<file path="config.mk">
export PLATFORM = sky130hd
export DESIGN_NAME = pcie_tx_arbiter
export DESIGN_NICKNAME = d
export VERILOG_FILES = /design/src/rtl/pcie_tx_arbiter.sv
export SDC_FILE = /design/constraint.sdc
export NUM_CORES = 1
export LEC_CHECK = 0
export CORE_AREA = 2 2 96 98
export DETAILED_ROUTE_END_ITERATION = 10
export DIE_AREA = 0 0 98 100
export PLACE_DENSITY = 0.75
export SYNTH_ARGS = -nofsm -noshare
export SYNTH_HDL_FRONTEND = slang
export SYNTH_SLANG_ARGS = --single-unit
</file>
<file path="constraint.sdc">
create_clock -name pcie_clk -period 1.47 [get_ports pcie_clk]
set_input_delay 0.294 -clock pcie_clk [delete_from_list [all_inputs] [get_ports pcie_clk]]
set_output_delay 0.294 -clock pcie_clk [all_outputs]
set_load 0.05 [all_outputs]
</file>
<file path="src/rtl/pcie_tx_arbiter.sv">
// Packet-granular round-robin arbiter sharing the PCIe core's AXI4-Stream TX port between N_REQ TLP sources.
// Optional statistics counters are compiled in with `define PCIE_TX_ARB_STATS_EN.
module pcie_tx_arbiter #(
  parameter int N_REQ      = 2,
  parameter int DATA_WIDTH = 64,
  parameter int USER_WIDTH = 4,
  parameter int MIN_BUF_AV = 2
) (
  input  logic                          pcie_clk,
  input  logic                          pcie_rst_n,
  input  logic [5:0]                    tx_buf_av,
  input  logic [N_REQ-1:0]              s_axis_tvalid,
  output logic [N_REQ-1:0]              s_axis_tready,
  input  logic [N_REQ*DATA_WIDTH-1:0]   s_axis_tdata,
  input  logic [N_REQ*DATA_WIDTH/8-1:0] s_axis_tkeep,
  input  logic [N_REQ-1:0]              s_axis_tlast,
  input  logic [N_REQ*USER_WIDTH-1:0]   s_axis_tuser,
  output logic                          m_axis_tvalid,
  input  logic                          m_axis_tready,
  output logic [DATA_WIDTH-1:0]         m_axis_tdata,
  output logic [DATA_WIDTH/8-1:0]       m_axis_tkeep,
  output logic                          m_axis_tlast,
  output logic [USER_WIDTH-1:0]         m_axis_tuser,
  output logic [1:0]                    grant_idx,
`ifdef PCIE_TX_ARB_STATS_EN
  input  logic                          stats_clr,
  output logic [N_REQ*32-1:0]           stats_pkt_cnt,
  output logic [31:0]                   stats_stall_cnt,
`endif
  output logic                          busy
);

  localparam int KEEP_WIDTH = DATA_WIDTH / 8;

  typedef enum logic {IDLE, XFER} state_t;

  state_t     state_q, state_d;
  logic [1:0] rr_ptr_q, rr_ptr_d;
  logic [1:0] grant_idx_q, grant_idx_d;

  logic                  buf_ok;
  logic                  in_xfer;
  logic                  beat_fire;
  logic [3:0]            vld_ext;
  logic                  found;
  logic [1:0]            winner;
  logic [2:0]            cand;
  logic                  sel_tvalid;
  logic                  sel_tlast;
  logic [DATA_WIDTH-1:0] sel_tdata;
  logic [KEEP_WIDTH-1:0] sel_tkeep;
  logic [USER_WIDTH-1:0] sel_tuser;

  assign buf_ok  = (tx_buf_av >= 6'(MIN_BUF_AV));
  assign in_xfer = (state_q == XFER);

  // Round-robin search starting at rr_ptr; valids padded to 4 so a 2-bit index is always in range.
  always_comb begin
    vld_ext                = '0;
    vld_ext[N_REQ-1:0]     = s_axis_tvalid;
    found                  = 1'b0;
    winner                 = '0;
    cand                   = '0;
    for (int unsigned i = 0; i < N_REQ; i++) begin
      cand = {1'b0, rr_ptr_q} + 3'(i);
      if (cand >= 3'(N_REQ)) cand = cand - 3'(N_REQ);
      if (!found && vld_ext[cand[1:0]]) begin
        found  = 1'b1;
        winner = cand[1:0];
      end
    end
  end

  always_comb begin
    sel_tvalid = 1'b0;
    sel_tlast  = 1'b0;
    sel_tdata  = '0;
    sel_tkeep  = '0;
    sel_tuser  = '0;
    for (int unsigned i = 0; i < N_REQ; i++) begin
      if (grant_idx_q == 2'(i)) begin
        sel_tvalid = s_axis_tvalid[i];
        sel_tlast  = s_axis_tlast[i];
        sel_tdata  = s_axis_tdata[i*DATA_WIDTH +: DATA_WIDTH];
        sel_tkeep  = s_axis_tkeep[i*KEEP_WIDTH +: KEEP_WIDTH];
        sel_tuser  = s_axis_tuser[i*USER_WIDTH +: USER_WIDTH];
      end
    end
  end

  always_comb begin
    m_axis_tvalid = in_xfer & sel_tvalid;
    m_axis_tlast  = in_xfer & sel_tlast;
    m_axis_tdata  = in_xfer ? sel_tdata : '0;
    m_axis_tkeep  = in_xfer ? sel_tkeep : '0;
    m_axis_tuser  = in_xfer ? sel_tuser : '0;
    s_axis_tready = '0;
    for (int unsigned i = 0; i < N_REQ; i++) begin
      s_axis_tready[i] = in_xfer && (grant_idx_q == 2'(i)) && m_axis_tready;
    end
  end

  assign beat_fire = m_axis_tvalid & m_axis_tready;

  always_comb begin
    state_d     = state_q;
    rr_ptr_d    = rr_ptr_q;
    grant_idx_d = grant_idx_q;
    case (state_q)
      IDLE: begin
        if (buf_ok && found) begin
          state_d     = XFER;
          grant_idx_d = winner;
        end
      end
      XFER: begin
        if (beat_fire && sel_tlast) begin
          state_d  = IDLE;
          rr_ptr_d = (grant_idx_q == 2'(N_REQ - 1)) ? 2'd0 : grant_idx_q + 2'd1;
        end
      end
    endcase
  end

  always_ff @(posedge pcie_clk or negedge pcie_rst_n) begin
    if (!pcie_rst_n) begin
      state_q     <= IDLE;
      rr_ptr_q    <= '0;
      grant_idx_q <= '0;
    end else begin
      state_q     <= state_d;
      rr_ptr_q    <= rr_ptr_d;
      grant_idx_q <= grant_idx_d;
    end
  end

  assign grant_idx = grant_idx_q;
  assign busy      = in_xfer;

`ifdef PCIE_TX_ARB_STATS_EN
  logic [31:0] pkt_cnt_q [N_REQ];
  logic [31:0] pkt_cnt_d [N_REQ];
  logic [31:0] stall_cnt_q, stall_cnt_d;

  // Clear wins over a same-cycle increment; counters wrap naturally at 2^32.
  always_comb begin
    for (int unsigned i = 0; i < N_REQ; i++) begin
      pkt_cnt_d[i] = pkt_cnt_q[i];
      if (stats_clr) pkt_cnt_d[i] = '0;
      else if (beat_fire && sel_tlast && (grant_idx_q == 2'(i))) pkt_cnt_d[i] = pkt_cnt_q[i] + 32'd1;
    end
    stall_cnt_d = stall_cnt_q;
    if (stats_clr) stall_cnt_d = '0;
    else if (!in_xfer && (|s_axis_tvalid) && !buf_ok) stall_cnt_d = stall_cnt_q + 32'd1;
  end

  always_ff @(posedge pcie_clk or negedge pcie_rst_n) begin
    if (!pcie_rst_n) begin
      for (int unsigned i = 0; i < N_REQ; i++) pkt_cnt_q[i] <= '0;
      stall_cnt_q <= '0;
    end else begin
      for (int unsigned i = 0; i < N_REQ; i++) pkt_cnt_q[i] <= pkt_cnt_d[i];
      stall_cnt_q <= stall_cnt_d;
    end
  end

  always_comb begin
    for (int unsigned i = 0; i < N_REQ; i++) stats_pkt_cnt[i*32 +: 32] = pkt_cnt_q[i];
  end
  assign stats_stall_cnt = stall_cnt_q;
`endif

endmodule

</file>
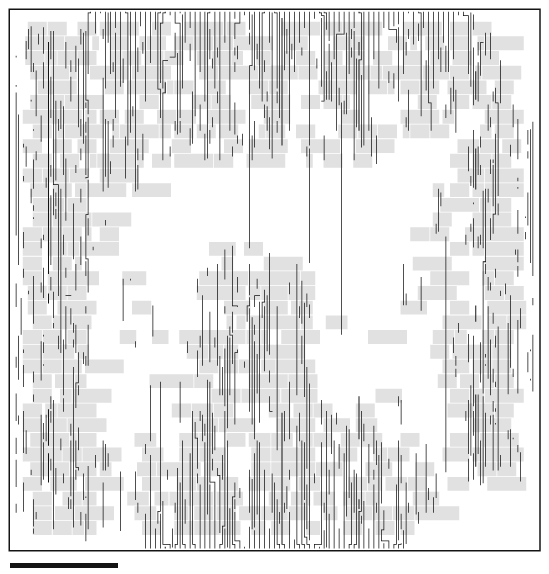
(run_1/m2.png)
Scale bar: 20 um.
wire length on this layer: 4,530 um
share of all routed wire: 56%
main direction: vertical
longest straight run: 43.5 um

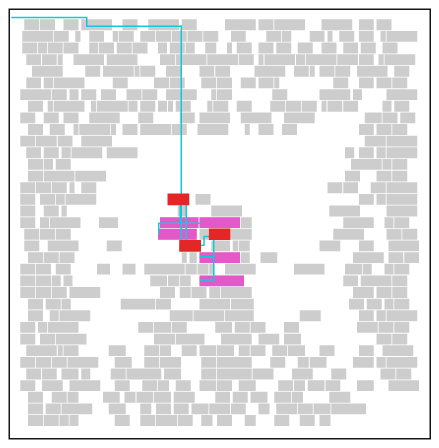
(run_1/clock_wires.png)
legend:
  clock-net drivers:
    colour: red
    count: 3
  flip-flops:
    colour: magenta
    count: 5
  clock wires:
    colour: cyan
    length: 156 um
flops lie: centre
worst clock skew: 1.93 ps
insertion delay at the late pin of the worst-skew pair: 220 ps
Clk pwr share: 0.019

==> run notes, run 1 <==
The synthesis and PnR run went through. The run finished, with violations left. The checks that failed: negative setup slack. Top fanout value on the critical path landed at 31. Recorded from the global router log, the overflow total was 0. Post-route total power landed at 0.0128 W. By instance count after routing, the leading logic cell type is sky130_fd_sc_hd__clkdlybuf4s50_1.

Number of cell instances after yosys synthesis landed at 195. Wire length of the first global-routing pass landed at 11.9 mm. Leaving out fill and tap cells, the most frequent cells in the layout are sky130_fd_sc_hd__clkdlybuf4s50_1, sky130_fd_sc_hd__buf_12, sky130_fd_sc_hd__mux2i_1. Area added between synthesis and finish landed at 270%. By startpoint and endpoint, the worst setup path is classified as reg -> out.

Peak supply drop landed at 1.22 mV. Post-synth net total landed at 360. The number of antenna violations at the first check in global routing is 0. The flow reported a cell area power density of 2440 nW/um^2. Die area landed at 9800 um^2. Per the layout area report, the combinational gate area comes to 1620 um^2.

Setup repair after global routing could not meet its margin everywhere. Number of optimization iterations in the first detailed-route pass landed at 4. Share of cells above drive strength 1 landed at 0.430. For met1 alone, demand over resource in global routing was 0.153.

Placeable core region landed at 8890 um^2. The tool flagged a number of max-cap violations equal to 0. Share of the clock period used by the worst path after layout landed at 1.20. Number of placed I/O pins landed at 248. Number of logged tool warnings landed at 30. According to the timing report, the data required time at the worst endpoint equals 1180 ps. In this run the remaining antenna-violating nets after routing total 0. Final critical-path setup slack landed at -294 ps. The routed layout has 2,350 vias. The worst setup path is captured at an output port.

Site row count landed at 35. Number of warnings reported in the yosys synthesis log landed at 0. Looking at the global route congestion table, the highest-usage layer is met2.

Number of design rule violations left after detail routing landed at 0. Routing resource usage on met3 recorded by global route was 0.0494. The clock drives 5 sinks. Looking at the clock tree report, the root buffer type is sky130_fd_sc_hd__clkbuf_8. Total routed wirelength landed at 8.04 mm. According to the Yosys statistics, the synthesized design has a chip area of 1410 um^2. For flop-to-flop paths, the worst setup slack is -180 ps. TritonCTS built the clock tree. Placed cell count landed at 548. Initial standard-cell utilization of the core landed at 0.159.

Post-synthesis average cell area landed at 7.24 um^2. In the final design database the tool counted 608 nets. Remaining max-slew budget at the tightest pin landed at 0.710.

Number of cells on the worst reg-to-reg path landed at 4. Number of fill cells landed at 708. Violation tally from detailed-route iteration zero landed at 57. The global routing report lists met2 layer usage as 0.297. After detailed routing, the number of vias per cell comes to 4.25. The layout report lists the combined flip-flop and latch area as 131 um^2. The transition time recorded at the tightest slew-check pin is 423 ps. For this run, the script counts the antenna cells in the layout as 0. Summed over all failing endpoints, the final setup total negative slack is -20,310 ps.

The power report puts the leakage power at 2.16 nW. Final number of setup-violating endpoints landed at 84. Number of library cell types mapped by synthesis landed at 17.

Time the final worst path needs with I/O delays and setup landed at 1760 ps. In this run the worst hold path is classified as in -> async. Number of buffers between clock root and the deepest sink landed at 2. Register share after synthesis landed at 0.0887.

The worst register-to-register path begins at grant_idx[0]$_DFFE_PN0P_. Yosys reported a register bit count of 5. Pin count of the biggest net entering global routing landed at 32. On the reported timing paths, the clock transition at the registers reads 40 ps.

For reference, the final report shows the max-slew violation count at 0. Half-perimeter wire length after placement landed at 6.95 mm. STA classifies the critical path startpoint as a register. The die is 98 um wide.

Excluding fillers, the count of instances in the completed layout stands at 553. At the end of routability-driven placement, the weighted congestion stood at 0.737. Utilization of the core after routing landed at 0.587. Number of CTS-inserted buffers landed at 3.

Height of the die landed at 100 um. All-layer global routing usage landed at 0.150. Input and output buffers added on the ports amount to 246.

The number of global-route vias before repair came to 2,417. Data arrival time of the critical path landed at 1470 ps.
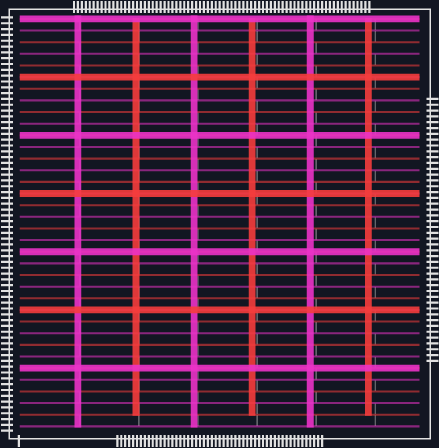
(run_1/floorplan.png)
Pins as bars on the die edge. Tap cells in grey.
legend:
  VDD:
    colour: red
  VSS:
    colour: magenta
tap cells: 111
met1 rails: 36
met5 straps: 7
met4 straps: 6
signal pins: 248

run 1: timing repair:
item,4_1_cts,5_1_grt
hold buffers,0,0
setup buffers,1,0
gates resized,51,27
setup endpoints to repair,86,86
pin swaps,7,5
run 1: per-layer routing:
layer,part of all wire,vias to the layer above
li1,-,1161
met1,0.33,1061
met2,0.56,122
met3,0.094,6
met4,0.012,0
met5,0,-
run 1: cell type report:
type,count,share of cell area
clock buffer,4,0.00862
inverter,2,0.00144
multi-input combinational,170,0.310
sequential,5,0.0252
tap,111,0.0266
timing repair buffer,261,0.628
run 1: critical path, cell delays in order (launching register included):
cell                      delay, ps
sky130_fd_sc_hd__dfrtp_4        520
sky130_fd_sc_hd__buf_12         200
sky130_fd_sc_hd__mux2i_1        150
sky130_fd_sc_hd__nor2_1         190
sky130_fd_sc_hd__buf_12         170
run 1: power by group:
part	switching (W)	internal [W]	total (W)
combinational	0.00671	0.00554	0.0123
clock	0.0000620	0.000186	0.000248
sequential	0.0000760	0.000193	0.000269
total	0.00685	0.00592	0.0128
run 1: synth_stat cells:
master                     count  area (um^2)
sky130_fd_sc_hd__dfrtp_1       5          125
sky130_fd_sc_hd__nand2b_1      2         12.5
sky130_fd_sc_hd__nor4_2        1         12.5
sky130_fd_sc_hd__nor2_1       78          293
sky130_fd_sc_hd__and4b_1       1         10.0
sky130_fd_sc_hd__o21ai_0       1         5.00
sky130_fd_sc_hd__or4_4         1         11.3
sky130_fd_sc_hd__mux2_1        1         11.3
sky130_fd_sc_hd__nor3b_1       1         7.51
sky130_fd_sc_hd__a21boi_0      2         15.0
sky130_fd_sc_hd__mux2i_1      79          791
sky130_fd_sc_hd__inv_1         2         7.51
sky130_fd_sc_hd__and2_1        1         6.26
sky130_fd_sc_hd__buf_2        12         60.1
sky130_fd_sc_hd__clkbuf_1      6         22.5
sky130_fd_sc_hd__o221ai_2      1         15.0
sky130_fd_sc_hd__nor2b_1       1         6.26
run 1: registers in the layout, summed over array words and instances (netlist names):
register,cells
rr_ptr_q,2
busy,1
grant_idx,2
run 1: kinds of logic after synthesis:
kind of cell,share of synthesized area
compound gates,0.0248
mux,0.568
simple gates,0.254
buf+inv,0.0638
flops,0.0887
run 1: through the flow:
stage | cell area [um^2] | setup WS [ps] | hold WS (ps)
2_1_floorplan | 1650 | -514 | -1.59
3_3_place_gp | 4900 | -423 | 496
3_5_place_dp | 4900 | -416 | 519
4_1_cts | 5140 | -301 | 302
5_1_grt | 5220 | -365 | 318
6_report | 5220 | -294 | 297
run 1: worst max path at each step:
| stage | from | to | slack [ps] | cells past startpoint |
|---|---|---|---|---|
| after global placement | tx_buf_av[4] | grant_idx[0]$_DFFE_PN0P_ | -420 | 4 |
| final | grant_idx[0]$_DFFE_PN0P_ | m_axis_tdata[41] | -290 | 4 |
| after global routing | grant_idx[0]$_DFFE_PN0P_ | m_axis_tdata[37] | -370 | 4 |
| after floorplan | grant_idx[0]$_DFFE_PN0P_ | m_axis_tdata[16] | -510 | 4 |
| after detailed placement | tx_buf_av[4] | grant_idx[0]$_DFFE_PN0P_ | -420 | 4 |
| after CTS | grant_idx[0]$_DFFE_PN0P_ | m_axis_tdata[52] | -300 | 4 |
--- run 2 (diff from run 1) ---
==> config.mk (replaced) <==
export PLATFORM = sky130hd
export DESIGN_NAME = pcie_tx_arbiter
export DESIGN_NICKNAME = d
export VERILOG_FILES = /design/src/rtl/pcie_tx_arbiter.sv
export SDC_FILE = /design/constraint.sdc
export NUM_CORES = 1
export LEC_CHECK = 0
export CORE_MARGIN = 8
export CORE_UTILIZATION = 21
export DETAILED_ROUTE_END_ITERATION = 10
export PLACE_DENSITY = 0.91
export SKIP_LAST_GASP = 1
export SYNTH_ARGS = -nofsm -noshare
export SYNTH_HDL_FRONTEND = slang
export SYNTH_SLANG_ARGS = --single-unit
==> run notes, run 2 <==
The synthesis and PnR run went through. Number of nets still failing antenna checks after routing landed at 0 (unchanged). The wire length of the first global-routing pass was 16.1 mm (+35%). Height of the die landed at 98.0 um (-2.0%). The met1 wire length was 3.25 mm (+22%). STA classifies the critical path endpoint as an output port. Final critical-path setup slack landed at -403 ps (-109 ps).

Total of flip-flops plus latches after synthesis landed at 5 (unchanged). The number of warnings reported in the yosys synthesis log came to 0 (unchanged). Data arrival time of the critical path landed at 1580 ps (+110 ps).

The tree is rooted in a sky130_fd_sc_hd__clkbuf_8. The site row count came to 30 (-14%). Register share after synthesis landed at 0.0887 (unchanged). All-layer global routing usage landed at 0.213 (+0.0623).

The number of CTS-inserted buffers came to 3 (unchanged). Post-placement worst setup slack landed at -442 ps (-25.4 ps). The total congestion overflow after global routing was 0 (unchanged). Met3 wirelength from detailed routing landed at 886 um (+18%).

Chip width landed at 98.0 um (about the same). The number of design rule violations left after detail routing was 0 (unchanged). The final number of setup-violating endpoints is 85 (+1.2%).

The net count reported at finish was 604 (-0.66%). The run finished, with violations left. The post-cts hold-fix buffer tally is 0 (unchanged). Number of logged tool warnings landed at 30 (unchanged).

For reference, the top cells by area after synthesis are sky130_fd_sc_hd__mux2i_1, sky130_fd_sc_hd__nor2_1, sky130_fd_sc_hd__dfrtp_1. Share of the synthesized area in the top cell type landed at 0.560 (unchanged). The via-per-instance ratio came to 4.81 (+13%).

The checks that failed: negative setup slack. Routed via count landed at 2,491 (+6.0%). TritonCTS sink count landed at 5 (unchanged).

Final-report max-slew violation count landed at 0 (unchanged). The most common logic cell in the final layout is sky130_fd_sc_hd__clkdlybuf4s50_1. The setup fix buffers added after clock tree synthesis is 0 (-1). The slew at the pin closest to its max-slew limit was 498 ps (+75.3 ps). Clock insertion delay at the later pin of the skew report landed at 230 ps (about the same).

The number of fill cells came to 355 (-50%). The chip area line of the yosys report came to 1410 um^2 (unchanged). The most critical setup path has its endpoint at m_axis_tdata[57].

The routability congestion estimate from global placement was 0.822 (+12%). The post-route total power is 0.0136 W (+6.2%). Post-synth net total landed at 360 (unchanged).

Number of antenna violations at the first check in global routing landed at 0 (unchanged). By count the netlist is led by sky130_fd_sc_hd__mux2i_1, sky130_fd_sc_hd__nor2_1, sky130_fd_sc_hd__buf_2, sky130_fd_sc_hd__clkbuf_1, sky130_fd_sc_hd__dfrtp_1. The count of flip-flops with a built-in enable after synthesis was 0 (unchanged).

TritonCTS built the clock tree. Top fanout value on the critical path landed at 29 (-6.5%). Number of cells on the worst reg-to-reg path landed at 4 (unchanged).

Total routed wirelength landed at 10.9 mm (+36%). Routed wire length on met2 landed at 6.28 mm (+39%). Initial standard-cell utilization of the core landed at 0.212 (+0.0537).

Total power divided by cell area landed at 2510 nW/um^2 (+2.8%). The number of placed I/O pins came to 248 (unchanged). In the setup report, the worst path falls into the class reg -> out. Remaining max-slew budget at the tightest pin landed at 0.665 (-0.0449). Number of cell instances after yosys synthesis landed at 195 (unchanged). The non-filler instance count after layout was 518 (-6.3%). Slack of the worst reg-to-reg path landed at -330 ps (-150 ps).

The peak supply drop was 1.57 mV (+29%). The synthesis report names the predominant flop master as sky130_fd_sc_hd__dfrtp_1. Number of antenna cells inserted landed at 0 (unchanged). Area added between synthesis and finish landed at 282%.
[run 2: worst min path at each step]
stage / startpoint / end / depth (start not counted)
after global routing: pcie_rst_n / grant_idx[0]$_DFFE_PN0P_ / 1
after floorplan: pcie_rst_n / busy$_DFF_PN0_ / 0
after global placement: rr_ptr_q[1]$_DFFE_PN0P_ / rr_ptr_q[1]$_DFFE_PN0P_ / 1
final: pcie_rst_n / rr_ptr_q[0]$_DFFE_PN0P_ / 1
after CTS: pcie_rst_n / rr_ptr_q[0]$_DFFE_PN0P_ / 1
after detailed placement: pcie_rst_n / rr_ptr_q[1]$_DFFE_PN0P_ / 1
[run 2: area by class of cell]
class / instances / area [um^2] / area share
Clock buffer: 4 / 45.0 / 0.00835
Timing Repair Buffer: 257 / 3410 / 0.631
Sequential cell: 5 / 131 / 0.0244
Tap cell: 80 / 100 / 0.0186
Multi-Input combinational cell: 170 / 1700 / 0.316
Inverter: 2 / 7.51 / 0.00139
[run 2: routing by layer]
metal / global-route usage / vias to the layer above
met4: 0.0959 / 0
met3: 0.0740 / 28
met2: 0.422 / 159
met5: 0 / -
li1: - / 1158
met1: 0.185 / 1146
[run 2: critical path, cell delays in order (launching register included)]
cell and delay, ps:
sky130_fd_sc_hd__dfrtp_4 490, sky130_fd_sc_hd__buf_12 240, sky130_fd_sc_hd__mux2i_1 340, sky130_fd_sc_hd__nor2_2 100, sky130_fd_sc_hd__buf_12 160
[run 2: report_power, final]
group          internal (W)  switching [W]
clock network      0.000187      0.0000798
registers          0.000193      0.0000757
logic               0.00600        0.00702
[run 2: logic make-up after synthesis]
logic type      share of synthesized area
simple gates                        0.254
mux                                 0.568
buf+inv                            0.0638
flops                              0.0887
compound gates                     0.0248
[run 2: through the flow]
stage	instance area, um^2	hold slack [ps]	utilization	setup TNS (ps)
global placement	5020	491	0.755	-3320
CTS	5250	312	0.789	-23190
detailed placement	5020	545	0.755	-4780
global route	5390	326	0.812	-27430
finish	5390	305	0.812	-23380
floorplan	1650	-1.59	-	-32480
[run 2: repair_timing]
item	CTS	global route
setup endpoints to repair	85	84
endpoints found under the hold margin	0	0
gates resized	41	37
pin swaps	4	4
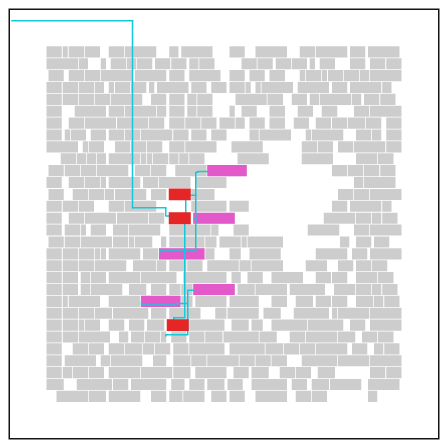
(run_2/clock_wires.png)
legend:
  clock wires:
    colour: cyan
    length: 181 um
  clock-net drivers:
    colour: red
    count: 3
  flip-flops:
    colour: magenta
    count: 5
routed clock nets: 4

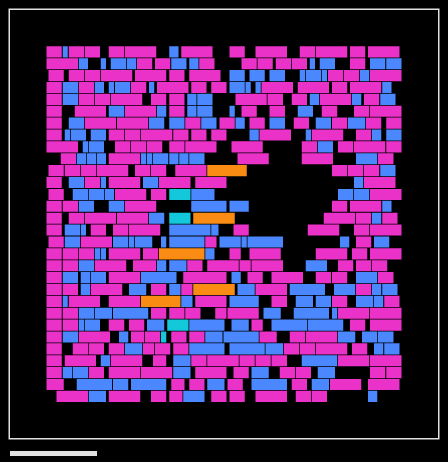
(run_2/class_map.png)
Scale bar: 20 um.
legend:
  remaining buffers and delay cells:
    colour: magenta
    cells: 257
  sequential cells:
    colour: orange
    cells: 5
  remaining logic cells:
    colour: blue
    cells: 172
  clock drivers and dummy loads:
    colour: cyan
    cells: 4

No activity file was given, so power comes from the tool's default toggle rates.
